==> images/registers.png <==
Bar = 20 um. Other sequential cells in the stronger gray, the rest of the logic in the fainter gray.
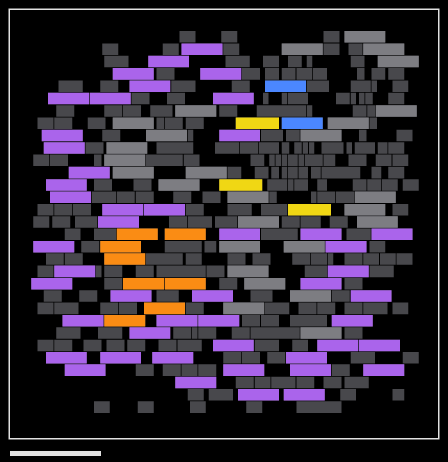
==> images/metal_stack.png <==
Two of the layers only.
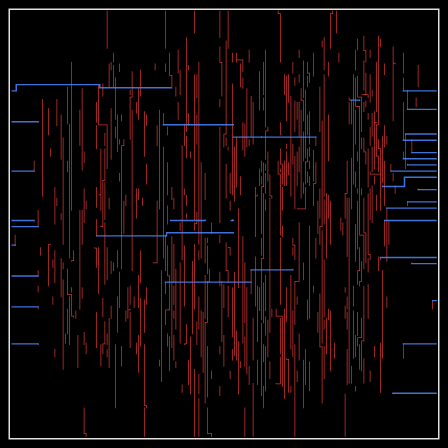
<file path="src/rtl/tri_bit_serializer.sv">
// Queues operand triples in a small FIFO and streams each one MSB first as
// three parallel bit slices, reloading back-to-back with no bubble.
module tri_bit_serializer #(
  parameter int WIDTH = 8,
  parameter int DEPTH = 2
) (
  input  logic             clk,
  input  logic             rst_n,
  input  logic             in_valid,
  output logic             in_ready,
  input  logic [WIDTH-1:0] a_in,
  input  logic [WIDTH-1:0] b_in,
  input  logic [WIDTH-1:0] c_in,
  output logic             ser_valid,
  input  logic             ser_ready,
  output logic             ser_a,
  output logic             ser_b,
  output logic             ser_c,
  output logic             ser_first,
  output logic             ser_last,
  output logic             busy,
  output logic [7:0]       word_count
);

  localparam int PTR_W = (DEPTH > 1) ? $clog2(DEPTH) : 1;
  localparam int IDX_W = (WIDTH > 1) ? $clog2(WIDTH) : 1;
  localparam logic [IDX_W-1:0] MSB_IDX  = IDX_W'(WIDTH - 1);
  localparam logic [PTR_W:0]   FULL_CNT = (PTR_W + 1)'(DEPTH);

  typedef enum logic {IDLE, SHIFT} state_e;

  state_e             state_q, state_d;
  logic [3*WIDTH-1:0] mem_q [DEPTH];
  logic [3*WIDTH-1:0] mem_d [DEPTH];
  logic [PTR_W-1:0]   wr_ptr_q, wr_ptr_d;
  logic [PTR_W-1:0]   rd_ptr_q, rd_ptr_d;
  logic [PTR_W:0]     count_q, count_d;
  logic [WIDTH-1:0]   sa_q, sa_d, sb_q, sb_d, sc_q, sc_d;
  logic [IDX_W-1:0]   idx_q, idx_d;
  logic [7:0]         word_count_q, word_count_d;

  logic fifo_empty, push, pop, ser_fire;

  assign fifo_empty = (count_q == '0);
  assign in_ready   = (count_q != FULL_CNT);
  assign push       = in_valid && in_ready;
  assign ser_valid  = (state_q == SHIFT);
  assign ser_fire   = ser_valid && ser_ready;
  // A pop happens either to start from IDLE or to chain straight into the
  // next triple on the final bit; both read the head in the same way.
  assign pop        = !fifo_empty &&
                      ((state_q == IDLE) || (ser_fire && idx_q == '0));

  assign ser_a      = ser_valid && sa_q[idx_q];
  assign ser_b      = ser_valid && sb_q[idx_q];
  assign ser_c      = ser_valid && sc_q[idx_q];
  assign ser_first  = ser_valid && (idx_q == MSB_IDX);
  assign ser_last   = ser_valid && (idx_q == '0);
  assign busy       = !fifo_empty || ser_valid;
  assign word_count = word_count_q;

  always_comb begin
    mem_d        = mem_q;
    wr_ptr_d     = wr_ptr_q;
    rd_ptr_d     = rd_ptr_q;
    count_d      = count_q;
    state_d      = state_q;
    sa_d         = sa_q;
    sb_d         = sb_q;
    sc_d         = sc_q;
    idx_d        = idx_q;
    word_count_d = word_count_q;

    if (push) begin
      mem_d[wr_ptr_q] = {a_in, b_in, c_in};
      wr_ptr_d        = wr_ptr_q + 1'b1;
    end

    case ({push, pop})
      2'b10:   count_d = count_q + 1'b1;
      2'b01:   count_d = count_q - 1'b1;
      default: count_d = count_q;
    endcase

    if (ser_fire) begin
      if (idx_q != '0) begin
        idx_d = idx_q - 1'b1;
      end else begin
        word_count_d = word_count_q + 8'd1;
        state_d      = IDLE;
      end
    end

    if (pop) begin
      {sa_d, sb_d, sc_d} = mem_q[rd_ptr_q];
      rd_ptr_d           = rd_ptr_q + 1'b1;
      idx_d              = MSB_IDX;
      state_d            = SHIFT;
    end
  end

  always_ff @(posedge clk or negedge rst_n) begin
    if (!rst_n) begin
      state_q      <= IDLE;
      for (int unsigned i = 0; i < DEPTH; i++) mem_q[i] <= '0;
      wr_ptr_q     <= '0;
      rd_ptr_q     <= '0;
      count_q      <= '0;
      sa_q         <= '0;
      sb_q         <= '0;
      sc_q         <= '0;
      idx_q        <= MSB_IDX;
      word_count_q <= '0;
    end else begin
      state_q      <= state_d;
      mem_q        <= mem_d;
      wr_ptr_q     <= wr_ptr_d;
      rd_ptr_q     <= rd_ptr_d;
      count_q      <= count_d;
      sa_q         <= sa_d;
      sb_q         <= sb_d;
      sc_q         <= sc_d;
      idx_q        <= idx_d;
      word_count_q <= word_count_d;
    end
  end

endmodule

</file>
<file path="config.mk">
export PLATFORM = sky130hd
export DESIGN_NAME = tri_bit_serializer
export DESIGN_NICKNAME = d
export VERILOG_FILES = /design/src/rtl/tri_bit_serializer.sv
export SDC_FILE = /design/constraint.sdc
export NUM_CORES = 1
export LEC_CHECK = 0
export ABC_AREA = 0
export CAP_MARGIN = 30
export CORE_MARGIN = 4
export CORE_UTILIZATION = 55
export DETAILED_ROUTE_END_ITERATION = 6
export PLACE_DENSITY = 0.78
export REMOVE_ABC_BUFFERS = 1
export SETUP_SLACK_MARGIN = 0.02
export SLEW_MARGIN = 20
export SYNTH_ARGS = -nofsm -noshare
export SYNTH_HDL_FRONTEND = slang
export SYNTH_SLANG_ARGS = --single-unit
</file>
<file path="constraint.sdc">
create_clock -name clk -period 6 [get_ports clk]
set_input_delay 1.2 -clock clk [delete_from_list [all_inputs] [get_ports clk]]
set_output_delay 1.2 -clock clk [all_outputs]
set_load 0.03 [all_outputs]
</file>
==> impl_metrics.toml <==
# implementation run metrics
[yosys]
yosysMostFrequentCell = "dfrtp_1"
synth_area_sq_um = 4100
ys.flop_type = "dfrtp_1"
synth_seq_share_pct = 53.8

[sta]
fin_crit_ns = 3.64
relSlewSlack_pct = 41.9
fin_ws_ns = 2.36
setup_violations = 0
post-route-period-util_pct = 60.6

[finish]
post-route-cell-area_sq_um = 4830
final_layout_size_suffix_gt1_share_pct = 41.4

[clock_tree]
cts_num_sinks = 88
clk_latency_ns = 0.34
cts_setup_buffers = 0
cts_tree = "yes"

[setup_path]
reg2reg_to = "count_q[1]"
r2r_slack_ns = 3.47
crit_fanout = 11

[power_and_ir_drop]
p_clk_uw = 472
total_power_uw = 2600
power.leakage_uw = 0.00212
power_frac_comb_pct = 40.4

[status]
status = "complete, no violations"
Back to the opening pictures, registers.png:
- `idx_q`: yellow (placed flops 3)
- `count_q`: blue (placed flops 2)
- `mem_q`: purple (placed flops 48; where widely spread)
- `sc_q`: orange (placed flops 8)
- not colored: 27
Seq/total area: 45.7%
Final Util: 66.6%

Back to the opening pictures, metal_stack.png:
- met2: red (wire length 3630 um)
- met3: blue (wire length 316 um)

[cell type report]
type | count | area, sq um | share of cell area (%)
tap | 99 | 124 | 2.56
clock buffer | 10 | 128 | 2.64
sequential | 88 | 2210 | 45.7
multi-input combinational | 165 | 1770 | 36.7
timing repair buffer | 46 | 478 | 9.90
clock inverter | 6 | 108 | 2.23
inverter | 4 | 15.0 | 0.311
[worst max-delay path, stage by stage, from the launching register on]
cell,delay [ns]
dfstp_2,0.72
inv_1,0.11
ha_1,0.30
nor2b_1,0.21
and2_1,0.17
clkdlybuf4s50_1,0.58
[flip-flops by register name, summed over array words and instances (netlist names)]
signal / count
wr_ptr_q: 1
rd_ptr_q: 1
count_q: 2
mem_q: 48
sa_q: 8
sc_q: 8
word_count: 8
idx_q: 3
ser_valid: 1
sb_q: 8
